$ cat config.mk
export PLATFORM = sky130hd
export DESIGN_NAME = perf_counter_bank
export DESIGN_NICKNAME = d
export VERILOG_FILES = /design/src/rtl/perf_pkg.sv /design/src/rtl/perf_counter_cell.sv /design/src/rtl/perf_counter_bank.sv
export SDC_FILE = /design/constraint.sdc
export NUM_CORES = 1
export LEC_CHECK = 0
export CORE_MARGIN = 3
export CORE_UTILIZATION = 48
export CTS_CLUSTER_DIAMETER = 60
export DETAILED_ROUTE_END_ITERATION = 10
export PLACE_DENSITY = 0.9
export SLEW_MARGIN = 20
export SYNTH_ARGS = -nofsm -noshare
export SYNTH_HDL_FRONTEND = slang
export SYNTH_SLANG_ARGS = --single-unit
$ cat constraint.sdc
create_clock -name clk_i -period 2.2 [get_ports clk_i]
set_clock_uncertainty 0.05 [all_clocks]
set_input_delay 0.44 -clock clk_i [delete_from_list [all_inputs] [get_ports clk_i]]
set_output_delay 0.44 -clock clk_i [all_outputs]
set_load 0.1 [all_outputs]
$ cat src/rtl/perf_pkg.sv
// Shared constants for the performance counter bank: channel roles and overflow-mode encodings.
package perf_pkg;

  // Conventional channel assignment for the pipeline statistics counters
  localparam int unsigned CH_TOTAL     = 0;
  localparam int unsigned CH_BUBBLE    = 1;
  localparam int unsigned CH_COND_BR   = 2;
  localparam int unsigned CH_UNCOND_BR = 3;

  // Behaviour of a counter when it is incremented at all-ones
  localparam int unsigned MODE_WRAP = 0;
  localparam int unsigned MODE_SAT  = 1;

endpackage

$ cat src/rtl/perf_counter_cell.sv
// Single event counter with a sticky overflow flag; clear wins over increment.
module perf_counter_cell
  import perf_pkg::*;
#(
  parameter int unsigned CNT_W    = 32,
  parameter int unsigned SAT_MODE = MODE_WRAP
) (
  input  logic             clk_i,
  input  logic             rst_ni,
  input  logic             clr_i,
  input  logic             en_i,
  output logic [CNT_W-1:0] cnt_o,
  output logic             ovf_o
);

  logic [CNT_W-1:0] cnt_q, cnt_d;
  logic             ovf_q, ovf_d;
  logic             at_max;

  assign at_max = &cnt_q;

  always_comb begin
    cnt_d = cnt_q;
    ovf_d = ovf_q;
    if (clr_i) begin
      cnt_d = '0;
      ovf_d = 1'b0;
    end else if (en_i) begin
      if (!at_max) begin
        cnt_d = cnt_q + CNT_W'(1);
      end else begin
        ovf_d = 1'b1;
        cnt_d = (SAT_MODE == MODE_SAT) ? cnt_q : '0;
      end
    end
  end

  always_ff @(posedge clk_i or negedge rst_ni) begin
    if (!rst_ni) begin
      cnt_q <= '0;
      ovf_q <= 1'b0;
    end else begin
      cnt_q <= cnt_d;
      ovf_q <= ovf_d;
    end
  end

  assign cnt_o = cnt_q;
  assign ovf_o = ovf_q;

endmodule

$ cat src/rtl/perf_counter_bank.sv
// Bank of run-gated event counters with a registered read port.
// Optional snapshot shadow bank enabled by defining PERF_SNAPSHOT_EN.
module perf_counter_bank
  import perf_pkg::*;
#(
  parameter int unsigned        NUM_CH    = 4,
  parameter int unsigned        CNT_W     = 32,
  parameter int unsigned        SAT_MODE  = MODE_WRAP,
  parameter logic [NUM_CH-1:0]  GATE_MASK = {NUM_CH{1'b1}},
  parameter int unsigned        SEL_W     = $clog2(NUM_CH) + 1
) (
  input  logic                    clk_i,
  input  logic                    rst_ni,
  input  logic                    go_i,
  input  logic                    halt_i,
  input  logic [NUM_CH-1:0]       inc_i,
  input  logic                    clr_i,
  input  logic [NUM_CH-1:0]       clr_ch_i,
  input  logic                    rd_req_i,
  input  logic [SEL_W-1:0]        rd_sel_i,
  input  logic                    rd_shadow_i,
  input  logic                    snap_i,
  output logic                    rd_valid_o,
  output logic [CNT_W-1:0]        rd_data_o,
  output logic                    rd_ovf_o,
  output logic                    rd_err_o,
  output logic [NUM_CH*CNT_W-1:0] cnt_flat_o,
  output logic [NUM_CH-1:0]       ovf_o
);

  if (NUM_CH < 1) begin : g_bad_num_ch
    $error("perf_counter_bank: NUM_CH must be at least 1");
  end
  if (CNT_W < 2) begin : g_bad_cnt_w
    $error("perf_counter_bank: CNT_W must be at least 2");
  end

  logic                    run;
  logic [NUM_CH-1:0]       en;
  logic [NUM_CH*CNT_W-1:0] cnt_flat;
  logic [NUM_CH-1:0]       ovf;

  // Halted CPU freezes gated channels unless a go request steps it
  assign run = go_i | ~halt_i;

  for (genvar i = 0; i < NUM_CH; i++) begin : g_ch
    assign en[i] = inc_i[i] & (GATE_MASK[i] ? run : 1'b1);

    perf_counter_cell #(
      .CNT_W    (CNT_W),
      .SAT_MODE (SAT_MODE)
    ) u_cell (
      .clk_i  (clk_i),
      .rst_ni (rst_ni),
      .clr_i  (clr_i | clr_ch_i[i]),
      .en_i   (en[i]),
      .cnt_o  (cnt_flat[i*CNT_W +: CNT_W]),
      .ovf_o  (ovf[i])
    );
  end

  // Read source: live counters, or the shadow bank when snapshots are built in
  logic [NUM_CH*CNT_W-1:0] rd_src;

`ifdef PERF_SNAPSHOT_EN
  logic [NUM_CH*CNT_W-1:0] shadow_q, shadow_d;

  assign shadow_d = snap_i ? cnt_flat : shadow_q;

  always_ff @(posedge clk_i or negedge rst_ni) begin
    if (!rst_ni) begin
      shadow_q <= '0;
    end else begin
      shadow_q <= shadow_d;
    end
  end

  assign rd_src = rd_shadow_i ? shadow_q : cnt_flat;
`else
  logic unused_snap;

  assign unused_snap = snap_i ^ rd_shadow_i;
  assign rd_src      = cnt_flat;
`endif

  logic             rd_in_range;
  logic [CNT_W-1:0] sel_data;
  logic             sel_ovf;

  assign rd_in_range = 32'(rd_sel_i) < NUM_CH;

  always_comb begin
    sel_data = '0;
    sel_ovf  = 1'b0;
    for (int unsigned i = 0; i < NUM_CH; i++) begin
      if (32'(rd_sel_i) == i) begin
        sel_data = rd_src[i*CNT_W +: CNT_W];
        sel_ovf  = ovf[i];
      end
    end
  end

  logic             rd_valid_q, rd_valid_d;
  logic [CNT_W-1:0] rd_data_q, rd_data_d;
  logic             rd_ovf_q, rd_ovf_d;
  logic             rd_err_q, rd_err_d;

  always_comb begin
    rd_valid_d = rd_req_i;
    rd_data_d  = rd_data_q;
    rd_ovf_d   = rd_ovf_q;
    rd_err_d   = rd_err_q;
    if (rd_req_i) begin
      rd_data_d = rd_in_range ? sel_data : '0;
      rd_ovf_d  = rd_in_range ? sel_ovf : 1'b0;
      rd_err_d  = ~rd_in_range;
    end
  end

  always_ff @(posedge clk_i or negedge rst_ni) begin
    if (!rst_ni) begin
      rd_valid_q <= 1'b0;
      rd_data_q  <= '0;
      rd_ovf_q   <= 1'b0;
      rd_err_q   <= 1'b0;
    end else begin
      rd_valid_q <= rd_valid_d;
      rd_data_q  <= rd_data_d;
      rd_ovf_q   <= rd_ovf_d;
      rd_err_q   <= rd_err_d;
    end
  end

  assign rd_valid_o = rd_valid_q;
  assign rd_data_o  = rd_data_q;
  assign rd_ovf_o   = rd_ovf_q;
  assign rd_err_o   = rd_err_q;
  assign cnt_flat_o = cnt_flat;
  assign ovf_o      = ovf;

endmodule

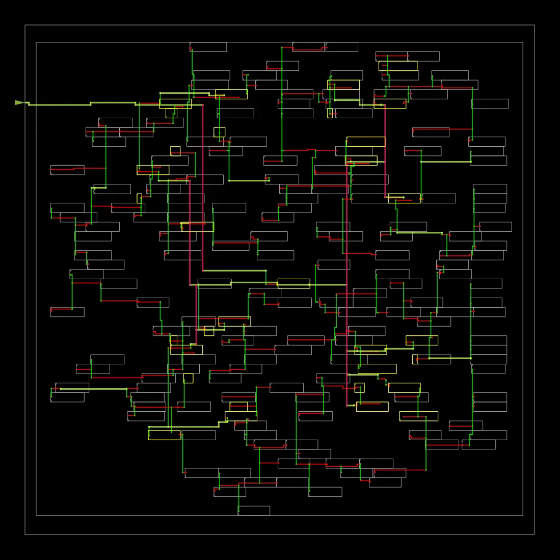
*The clock network, run 1*
sequential cells: 167
worst-skew pair later-pin latency: 0.44 ns
TritonCTS buffer count: 17
clock tree sinks: 167
P_clk: 3.23 mW

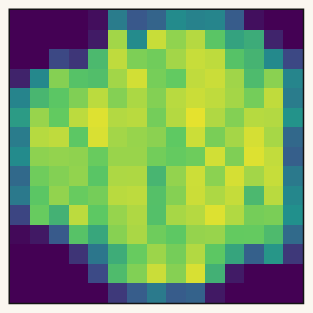
*Local utilization, run 1*
Drawn at 2 px/um. 15 x 15 tiles, from dark purple (low) to yellow (high), 0 to 100% covered.
densest ninth of the die: centre
mean over tiles: 59%
nearly empty tiles: 14%
emptiest ninth of the die: lower left
fullest tile: 96%
tiles over 75% full: 50%
fp_density: 49.76%
fin util: 68.09%
Core ar.: 0.01902 mm^2

==> results_slide.txt, run 1 <==
Key Metrics from the Run

Status
  • Status: finished, final reports clean

Cells and area
  • Combinational Area: approximately 0.005 mm^2
  • Clock buf count: 21
  • Max reg flops: between 100 and 150
  • Dominant logic cell type in the layout: buf_4
  • Logic inverters: 15
  • Clock buf/inv share: slightly below 5%
  • Post-route cell area: 0.01295 mm^2

Clock tree
  • Setup bufs post-CTS: 0
  • Max clock buf depth: 2
  • CTS H-tree depth: 4
  • CTS tree: yes
  • Root buf cell: clkbuf_16
  • Post-CTS sizing: 0

Synth
  • Synth Net Count: between 1000 and 1500
  • Mapped Area: about 0.0095 mm^2
  • Dominant cell type by area after synthesis: dfrtp_1
  • Mux share: 4.496%
  • XOR/XNOR Area Share: 7.775%
  • Post-synth EDFFs: 0
  • Top cells, area: dfrtp_1 44%, nor2_1 7.1%, xnor2_1 4.4%, mux2_2 4.0%, nand4_1 3.8%

Die
  • FP Rows: roughly 50
  • Chip area: ~0.021 mm^2
  • I/O pin count: 186
  • Well Taps: between 200 and 300

Global routing
  • M3 GR Usage: 7.263%
  • Global-route wire length before repair: ~52000 um
  • Vias in the first global route: around 9400
  • Largest net degree at the start of global routing: about 47

Placement
  • Pre-CTS setup slack: -0.4313 ns
  • Area after DPL: 0.01229 mm^2
  • Placer congestion estimate: about 1

Detailed routing
  • Wire per inst: around 21 um
  • Metal2 WL: about 16000 um

Timing
  • Min cycle time layout: 2.184 ns
  • Max Fclk: approximately 0.46 GHz
  • Tcrit/Tclk final: around 99%
  • Sum Neg Setup Slack: 0 ns
  • Final Hold Viols: 0
  • Final setup vio count: 0
  • RSZ-0062 raised after global routing: false
  • Final WS setup: about 0.016 ns

Power
  • Pleak: between 5 and 6 nW
  • Sw frac: between 20 and 30%
  • Combinational cell power: 1.07 mW
  • P_int: 5.356 mW

Worst setup path
  • Reg2reg start: g_ch[2].u_cell.cnt_o[4]
  • CP max-delay cell: dfrtp_4
  • Req. time, crit path: between 2 and 2.5 ns
  • Crit path launch: g_ch[2].u_cell.cnt_o[4]
  • Setup CP Type: reg2reg
  • Buf+Inv Stages, Crit Path: 1
  • End of the worst register-to-register path: g_ch[2].u_cell.cnt_o[31]

Job
  • Tool warnings: 29
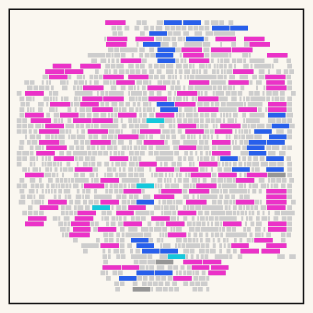
*Sequential cells coloured by netlist name, run 1*
Drawn at 2 px/um. Other sequential cells in the stronger grey, the rest of the logic in the fainter grey.
[g_ch.u_cell.ovf_o] cyan | sequential cells: 4
[rd_data_o] blue | sequential cells: 32
[g_ch.u_cell.cnt_o] magenta | sequential cells: 128 | where: widely spread
not coloured: 3

--- run 2 (diff from run 1) ---
--- a/config.mk
+++ b/config.mk
@@ -5,6 +5,7 @@
 export SDC_FILE = /design/constraint.sdc
 export NUM_CORES = 1
 export LEC_CHECK = 0
+export ABC_CLOCK_PERIOD_IN_PS = 2200
 export CORE_MARGIN = 3
 export CORE_UTILIZATION = 48
 export CTS_CLUSTER_DIAMETER = 60
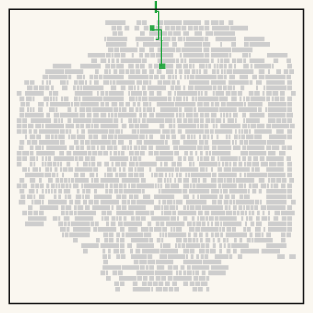
*Nets reached from selected ports, run 2*
Drawn at 2 px/um.
[go_i] green | bits: 1 | direction: input | edge: top | end cells: 2 | buffers: 1 | wire: 41.4 um

==> results_slide.txt, run 2 <==
Key Metrics from the Run

Die
  • Die X-Extent: 146.4 um
  • Core ar.: about 0.019 mm^2
  • Well Taps: ~260
  • Fp_density: 49.76%
  • FP Rows: approximately 50
  • Chip area: roughly 0.021 mm^2
  • Chip Height: about 150 um
  • I/O pin count: approximately 190

Global routing
  • Global-route wire length before repair: between 50000 and 60000 um
  • M3 GR Usage: around 7.3%
  • Largest net degree at the start of global routing: 47
  • Vias in the first global route: roughly 9400
  • Initial antenna violation count: 1

Status
  • Status: finished, final reports clean

Clock tree
  • Max clock buf depth: 2
  • Clock tree sinks: roughly 170
  • Post-CTS sizing: 0
  • Root buf cell: clkbuf_16
  • Setup bufs post-CTS: 0
  • Worst-skew pair later-pin latency: between 0.4 and 0.5 ns
  • TritonCTS buffer count: 17
  • CTS tree: yes
  • CTS H-tree depth: 4

Worst setup path
  • Buf+Inv Stages, Crit Path: 1
  • Crit path depth: 6
  • Crit path launch: g_ch[2].u_cell.cnt_o[4]
  • Req. time, crit path: 2.47 ns
  • End of the worst register-to-register path: g_ch[2].u_cell.cnt_o[31]
  • Reg2reg start: g_ch[2].u_cell.cnt_o[4]
  • CP max-delay cell: dfrtp_4
  • Setup CP Type: reg2reg

Timing
  • Min cycle time layout: 2.184 ns
  • Max Fclk: between 0.4 and 0.5 GHz
  • Minimum hold slack: approximately 0.4 ns
  • Tcrit/Tclk final: between 90 and 100%
  • RSZ-0062 raised after global routing: false
  • Sum Neg Setup Slack: 0 ns
  • Final Hold Viols: 0
  • Final WS setup: between 0.015 and 0.02 ns
  • Final setup vio count: 0

Placement
  • Placer congestion estimate: ~1
  • Area after DPL: between 0.01 and 0.015 mm^2
  • Pre-CTS setup slack: -0.4313 ns

Detailed routing
  • Antenna Violating Nets Remaining: 0
  • Metal2 WL: 15750 um
  • Wire per inst: ~21 um
  • DR DRC count: 0

Power
  • Sw frac: between 20% and 30%
  • Combinational cell power: 1.07 mW
  • Power per cell area: 576.2 mW/mm^2
  • Clock power share: between 40% and 50%
  • P_int: about 5.4 mW
  • Pleak: between 5 and 6 nW
  • P_clk: roughly 3.2 mW

Worst hold path
  • Worst min path class: in2async

Job
  • Tool warnings: 29
  • Max Cap Viol: 0

Cells and area
  • Sequential cells: 167
  • Dominant logic cell type in the layout: buf_4
  • Logic inverters: 15
  • Post-route cell area: around 0.013 mm^2
  • Inserted Diodes: 0
  • Fin util: slightly below 70%
  • Clock buf/inv share: roughly 4.8%
  • Area Growth Syn to Fin: 36.85%
  • Combinational Area: slightly above 0.005 mm^2
  • Final net count: between 1000 and 1500

Synth
  • Post-synth EDFFs: 0
  • Area leader share: between 40% and 50%
  • Syn avg cell area: 8.961 um^2
  • Yosys stat area: about 0.0095 mm^2
  • XOR/XNOR Area Share: 7.775%
  • Count leader, synth: nor2_1
  • Synth Net Count: 1079
  • Mapped Area: between 0.009 and 0.01 mm^2
  • Mux share: approximately 4.5%
  • Async SR Flop Fraction: 100.0%
  • Dominant cell type by area after synthesis: dfrtp_1
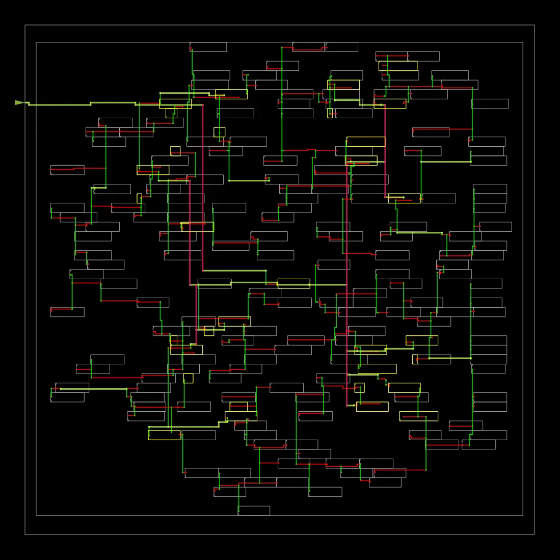
*The clock network, run 2*
clock buf count: 21

### Local utilization, run 2

Drawn at 2 px/um. 15 x 15 tiles, from dark purple (low) to yellow (high), 0 to 100% covered.
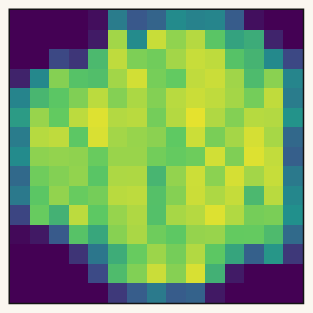

--- run 3 (diff from run 2) ---
--- a/config.mk
+++ b/config.mk
@@ -11,6 +11,8 @@
 export CTS_CLUSTER_DIAMETER = 60
 export DETAILED_ROUTE_END_ITERATION = 10
 export PLACE_DENSITY = 0.9
+export RECOVER_POWER = 25
+export SKIP_LAST_GASP = 1
 export SLEW_MARGIN = 20
 export SYNTH_ARGS = -nofsm -noshare
 export SYNTH_HDL_FRONTEND = slang
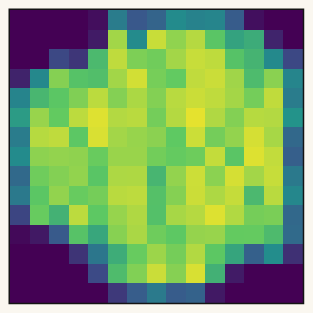
*Local utilization, run 3*
Drawn at 2 px/um. 15 x 15 tiles, from dark purple (low) to yellow (high), 0 to 100% covered.
tiles over 75% full: 50%
densest ninth of the die: centre
mean over tiles: 59%
fullest tile: 96%
emptiest ninth of the die: lower left
nearly empty tiles: 14%
fin util: 67.91%

==> results_slide.txt, run 3 <==
Key Metrics from the Run

Global routing
  • Global-route wire length before repair: a little over 50000 um
  • Met2 Track Usage GR: around half
  • Largest net degree at the start of global routing: between 40 and 50
  • Initial antenna violation count: 1
  • M3 GR Usage: between 7 and 8%
  • Vias in the first global route: around 9400
  • Most used routing layer: met2

Cells and area
  • Max reg flops: between 100 and 150
  • Area Growth Syn to Fin: 36.49%
  • Post-route cell area: between 0.01 and 0.015 mm^2
  • Logic inverters: 15
  • Final Non-Filler Cells: ~1600
  • Final net count: roughly 1300
  • Clock buf/inv share: 4.824%
  • Clock buf count: 21
  • Combinational Area: between 0.005 and 0.006 mm^2
  • Inserted Diodes: 0
  • Dominant logic cell type in the layout: buf_4

Clock tree
  • Clock tree sinks: around 170
  • CTS H-tree depth: 4
  • CTS tree: yes
  • Root buf cell: clkbuf_16
  • TritonCTS buffer count: 17
  • Post-CTS sizing: 0
  • Max clock buf depth: 2
  • Setup bufs post-CTS: 0

Placement
  • Placer congestion estimate: roughly 1
  • Area after DPL: about 0.012 mm^2
  • DP Wirelength: between 20000 and 25000 um
  • Pre-CTS setup slack: -0.4313 ns

Power
  • P_int: 5.349 mW
  • Peak VDD IR: between 500 and 600 uV
  • P_clk: roughly 3.2 mW
  • Pleak: 5.230 nW
  • Sw frac: between 20% and 30%
  • Combinational cell power: 1.06 mW
  • Top power group: the clock network
  • Clock power share: between 40 and 50%
  • Power per cell area: just under 600 mW/mm^2

Detailed routing
  • Wire per inst: roughly 21 um
  • DR DRC count: 0
  • Metal2 WL: about 16000 um
  • Detailed Routing Iterations Pass 1: 8
  • Antenna Violating Nets Remaining: 0

Worst setup path
  • End of the worst register-to-register path: g_ch[2].u_cell.cnt_o[31]
  • Req. time, crit path: roughly 2.5 ns
  • Setup CP Type: reg2reg
  • Buf+Inv Stages, Crit Path: 1
  • Crit path launch: g_ch[2].u_cell.cnt_o[4]
  • Crit path depth: 6
  • R2R setup slack: roughly 0.022 ns
  • CP max-delay cell: dfrtp_4
  • Reg2reg start: g_ch[2].u_cell.cnt_o[4]

Die
  • Fp_density: 49.76%
  • Core ar.: about 0.019 mm^2
  • FP Rows: ~50
  • Chip area: roughly 0.021 mm^2
  • I/O pin count: 186
  • Well Taps: 260
  • Die X-Extent: 146.4 um
  • Chip Height: roughly 150 um

Timing
  • RSZ-0062 raised after global routing: false
  • Max Fclk: around 0.46 GHz
  • Final setup vio count: 0
  • Final Hold Viols: 0
  • Final WS setup: between 0.02 and 0.025 ns
  • Tcrit/Tclk final: 98.99%
  • Least-Margin Pin Slew: between 0.9 and 1 ns
  • Min cycle time layout: roughly 2.2 ns
  • Sum Neg Setup Slack: 0 ns

Synth
  • Syn avg cell area: approximately 9 um^2
  • XOR/XNOR Area Share: under 10%
  • Synth Net Count: ~1100
  • Dominant cell type by area after synthesis: dfrtp_1
  • Seq/Total Area, Yosys: approximately 44%
  • Synth Instances: roughly 1100
  • Count leader, synth: nor2_1
  • Area leader share: 44.16%
  • Async SR Flop Fraction: 100.0%
  • Mux share: approximately 4.5%
  • Top cells, area: dfrtp_1 44%, nor2_1 7.1%, xnor2_1 4.4%, mux2_2 4.0%, nand4_1 3.8%
  • Mapped Area: 0.009463 mm^2
  • Simple-Gate Fraction of Synth Area: just over 30%
  • Post-synth EDFFs: 0
  • Yosys stat area: 0.009463 mm^2

Status
  • Status: finished, final reports clean

Job
  • Tool warnings: 29
  • Max Cap Viol: 0

Worst hold path
  • Worst min path class: reg2reg
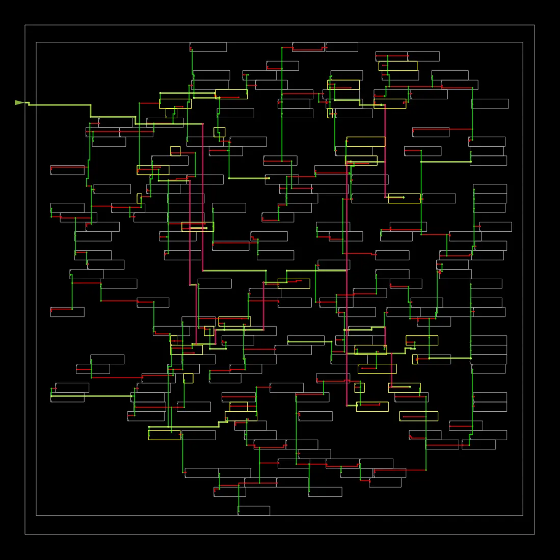
*The clock network, run 3*
worst-skew pair later-pin latency: 0.45 ns

Power figures rest on the tool's default switching activity, not on a simulated workload.
